Figure 1. Clock distribution (run 1).
The bar under the picture is 50 µm long.
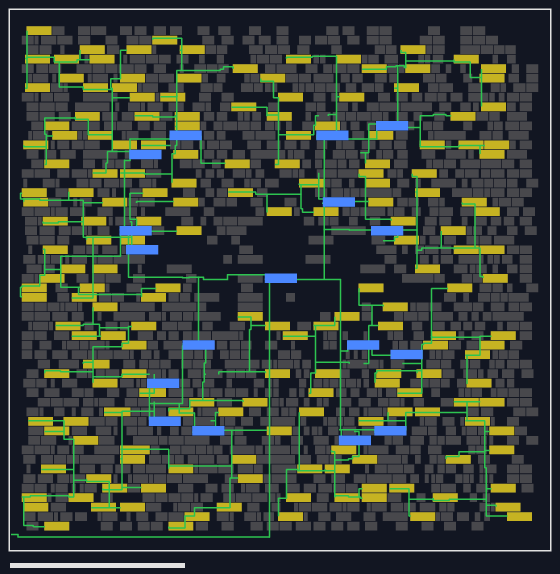
Figure 2. Clock wiring as the flow saved it (run 1).
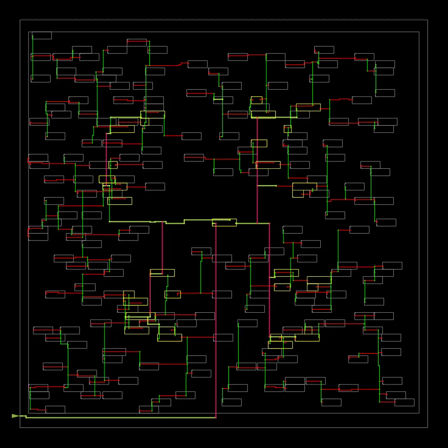
Figure 3. Nets reached from selected ports (run 1).
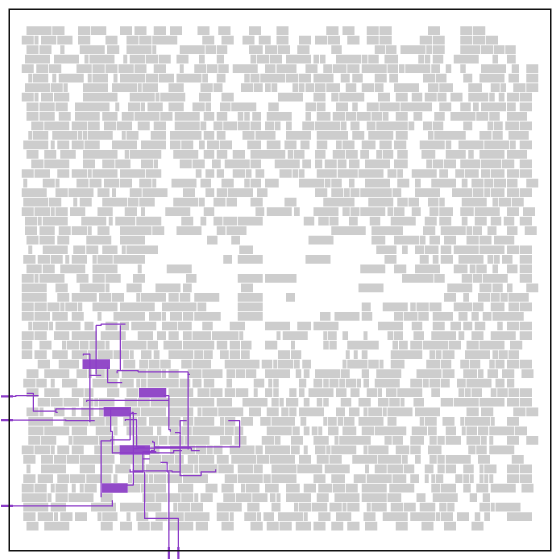
==> config.mk <==
export PLATFORM = sky130hd
export DESIGN_NAME = idex_hazard_stage
export DESIGN_NICKNAME = d
export VERILOG_FILES = /design/src/rtl/riscv_pkg.sv /design/src/rtl/load_use_detect.sv /design/src/rtl/idex_hazard_stage.sv
export SDC_FILE = /design/constraint.sdc
export NUM_CORES = 1
export LEC_CHECK = 0
export CAP_MARGIN = 30
export CORE_MARGIN = 3
export CORE_UTILIZATION = 38
export CTS_CLUSTER_DIAMETER = 60
export CTS_CLUSTER_SIZE = 30
export DETAILED_ROUTE_END_ITERATION = 10
export PLACE_DENSITY_LB_ADDON = 0.1
export SYNTH_ARGS = -nofsm -noshare
export SYNTH_HDL_FRONTEND = slang
export SYNTH_HIERARCHICAL = 1
export SYNTH_SLANG_ARGS = --single-unit
==> constraint.sdc <==
create_clock -name clk -period 2.16 [get_ports clk]
set_clock_uncertainty 0.05 [all_clocks]
set_input_delay 0.432 -clock clk [delete_from_list [all_inputs] [get_ports clk]]
set_output_delay 0.432 -clock clk [all_outputs]
set_load 0.01 [all_outputs]
==> impl_metrics.tcl, run 1 <==
# flow metrics
set metrics [dict create \
    power.largest_group "sequential cells" \
    grt_start_max_net_pins 87 \
    crit_arrival_ps 2060 \
    hold-worst-slack_ps 326 \
    area_growth_syn_to_fin_pct 82.0 \
    combinationalPower_mw 1.66 \
    antenna_cells 0 \
    synth.avg_cell_area_um2 8.90 \
    power-per-cell-area_nw_per_um2 559 \
    total_placed_cells_including_tap_cells 1562 \
    grt.met1_usage_pct 31.1 \
    synth_area_um2 8330 \
    grt.busiest_layer "met2" \
    detailroute.wirelength.met3_mm 2.36 \
    combGateArea_um2 5250 \
    grt_overflow_total 0 \
    cts_htree_levels 4 \
    number_of_enable_type_register_cells_in_the_synthesized_netlist 0 \
    dp.final_hpwl_mm 21.0 \
    run_status "finished with violations" \
    criticalPathCategory "flip-flop to output port" \
    crit_chain "buf_6 -> xor2_2 -> nor4_2 -> nand3_1 -> a21oi_2 -> nor2_2 -> nor2_1 -> buf_2" \
    nNetsFinal 1544 \
    yosys.area_share.simple_pct 12.7 \
    postSynthCellCount 936 \
    floorplan_utilization_pct 39.2 \
    regArea_um2 3690 \
    multi_input_comb_cells 658 \
    seqAreaFraction_pct 24.3 \
    async_flop_share_pct 0 \
    yosysMostFrequentCell "sky130_fd_sc_hd__dfxtp_1" \
    initial_antenna_violation_count 0 \
    cts_tree "done" \
    groute.layer.met3.usage_pct 6.81 \
    std_cell_rows 53 \
    timing.final.max_slew_violations 0 \
    switching_share_pct 28.2 \
    hold_buffers 0 \
    drt_drc_violations_left 0 \
    critical_path.max_stage_delay_ps 330 \
    yosysSeqAreaShare_pct 44.2 \
    first_iter_violations 460 \
    report.power.total_mw 8.48 \
    via_count 9135 \
    endpoint_class_of_the_critical_path "output port" \
    crit_required_ps 1680 \
    ctsLongestPathBuffers 2 \
    sequentialPowerShare_pct 41.7 \
    synth_stat.cells 936 \
    top_signal_layer_used "met4" \
    power.clock.total_mw 3.28 \
    post-synth-top-area-fraction_pct 44.2 \
    die_width_um 154 \
    critical_path.startpoint_type "flip-flop" \
    nonClockBufferCount 483 \
    root_buffer_cell "sky130_fd_sc_hd__clkbuf_16" \
    yosys.area.top_type "sky130_fd_sc_hd__dfxtp_1" \
    synth.ff_latch_count 184 \
    drtAntennaViolNets 0 \
    crit_cells 8 \
    tapcell_count 275 \
    die_h_um 154 \
    number_of_vias_per_cell 5.59 \
    final_min_period_over_clock_period_pct 118 \
    setup_slack_ps -380 \
    critical_path.top_delay_family "simple AND/OR/NAND/NOR gates" \
    violations "negative setup slack" \
    finalSetupViolations 169 \
    fp.coreArea_um2 21300 \
    r2r_slack_ps -350 \
    worstMarginPinSlew_ps 589 \
    clock.fmax_mhz 394 \
    grt_pass1_vias 8742 \
    layout-drive-gt1-share_pct 26.6 \
    final_design_area_no_fill_um2 15200 \
    r2r_cells 11 \
    max_cap_viol_count 0 \
    floorplan.die_area_um2 23700 \
]
About Figure 1:
[clock wires] green | length: 2340 µm
[clock drivers] blue | count: 17
[flip-flops] yellow | count: 184
routed clock nets: 18
flops lie: widely spread
clock share of power: 38.7%
later-pin clock latency in the skew report: 430 ps

About Figure 2:
number of buffers inserted during clock tree synthesis: 17
layout clock buffer count: 17
count of sequential standard cells: 184
clock sink count: 184

About Figure 3:
| port | color | bits | direction | edge | end cells | buffers | wire |
|---|---|---|---|---|---|---|---|
| idex_rd | purple | 5 | output | 3 west, 2 south | 5 | 12 | 528 µm |
Port Buffer Count: 380
I/O pin count: 381

==> run 2: changes to the inputs <==
- CTS_CLUSTER_DIAMETER: 60 -> default
Figure 4. Gate-type map (run 2).
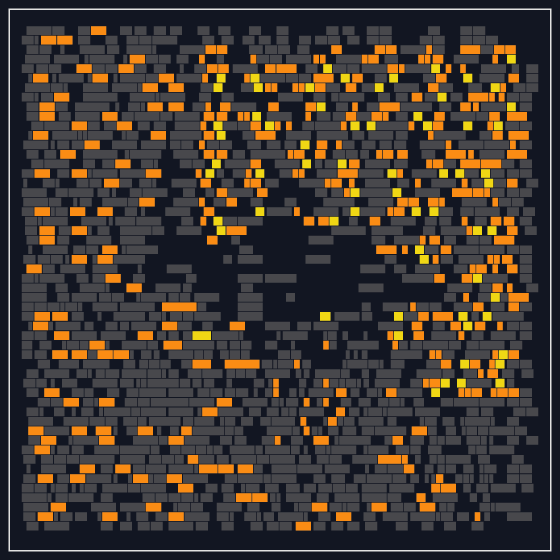
| family | color | cells | most used |
|---|---|---|---|
| non-inverting ao/oa cells | yellow | 66 | o21a_1 |
| aoi and oai cells | orange | 311 | a22oi_2 |
final instance count without filler cells: 1634
most frequent standard cell in the layout excluding fill and tap cells: sky130_fd_sc_hd__clkdlybuf4s50_1
share of the final layout cell area in multi-input gates: 34.6%

Figure 5. Wiring by layer (run 2).
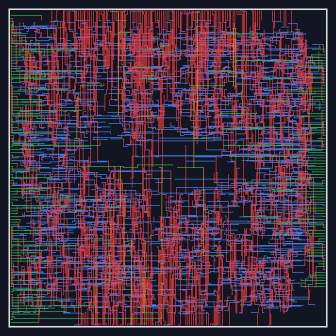
| layer | color | wire length |
|---|---|---|
| metal 1 | blue | 13200 µm |
| metal 4 | orange | 611 µm |
| metal 3 | green | 2360 µm |
| metal 2 | red | 17200 µm |
WL per Instance: 20.4 µm
vias post-DR: 9135
DRT Wirelength: 33.3 mm
Overall Global Routing Usage: 25.6%

==> impl_metrics.tcl, run 2 <==
# flow metrics
set metrics [dict create \
    synth_area_um2 8330 \
    yosys.area_share.simple_pct 12.7 \
    layout-drive-gt1-share_pct 26.6 \
    nNetsFinal 1544 \
    cts_htree_levels 4 \
    clock_sink_count 184 \
    sequential_cell_total 184 \
    switching_share_pct 28.2 \
    grt.busiest_layer "met2" \
    grt.met1_usage_pct 31.1 \
    power.largest_group "sequential cells" \
    setup_slack_ps -380 \
    floorplan.die_area_um2 23700 \
    cts_tree "done" \
    grt_start_max_net_pins 87 \
    yosysMostFrequentCell "sky130_fd_sc_hd__dfxtp_1" \
    grt_pass1_vias 8742 \
    synth_stat.cells 936 \
    final_design_area_no_fill_um2 15200 \
    tapcell_count 275 \
    groute.layer.met3.usage_pct 6.81 \
    first_iter_violations 460 \
    max_cap_viol_count 0 \
    total_placed_cells_including_tap_cells 1562 \
    top_signal_layer_used "met4" \
    drtAntennaViolNets 0 \
    floorplan.io_pins 381 \
    final.clkbuf_count 17 \
    async_flop_share_pct 0 \
    crit_arrival_ps 2060 \
    hold-worst-slack_ps 326 \
    power.clock.total_mw 3.28 \
    detailroute.wirelength.met3_mm 2.36 \
    regArea_um2 3690 \
    antenna_cells 0 \
    finalSetupViolations 169 \
    number_of_buffers_inserted_during_clock_tree_synthesis 17 \
    crit_chain "buf_6 -> xor2_2 -> nor4_2 -> nand3_1 -> a21oi_2 -> nor2_2 -> nor2_1 -> buf_2" \
    crit_required_ps 1680 \
    power.clock.fraction_pct 38.7 \
    critical_path.max_stage_delay_ps 330 \
    nonClockBufferCount 483 \
    grt_overflow_total 0 \
    drt_drc_violations_left 0 \
    buffer_ports.inserted 380 \
    clk-insertion-delay-late_ps 430 \
    std_cell_rows 53 \
    die_width_um 154 \
    worstMarginPinSlew_ps 589 \
    critical_path.top_delay_family "simple AND/OR/NAND/NOR gates" \
    sequentialPowerShare_pct 41.7 \
    yosys.area.top_type "sky130_fd_sc_hd__dfxtp_1" \
    r2r_slack_ps -350 \
    number_of_enable_type_register_cells_in_the_synthesized_netlist 0 \
    combGateArea_um2 5250 \
    yosysSeqAreaShare_pct 44.2 \
    violations "negative setup slack" \
    post-synth-top-area-fraction_pct 44.2 \
    number_of_vias_per_cell 5.59 \
    combinationalPower_mw 1.66 \
    floorplan_utilization_pct 39.2 \
    final_min_period_over_clock_period_pct 118 \
    root_buffer_cell "sky130_fd_sc_hd__clkbuf_16" \
    r2r_cells 11 \
    initial_antenna_violation_count 0 \
    multi_input_comb_cells 658 \
    clock.fmax_mhz 394 \
    criticalPathCategory "flip-flop to output port" \
    timing.final.max_slew_violations 0 \
    postSynthCellCount 936 \
    run_status "finished with violations" \
    ctsLongestPathBuffers 2 \
    area_growth_syn_to_fin_pct 82.0 \
    hold_buffers 0 \
    dp.final_hpwl_mm 21.0 \
    die_h_um 154 \
    fp.coreArea_um2 21300 \
]
Power is estimated from default activity; no workload was simulated.
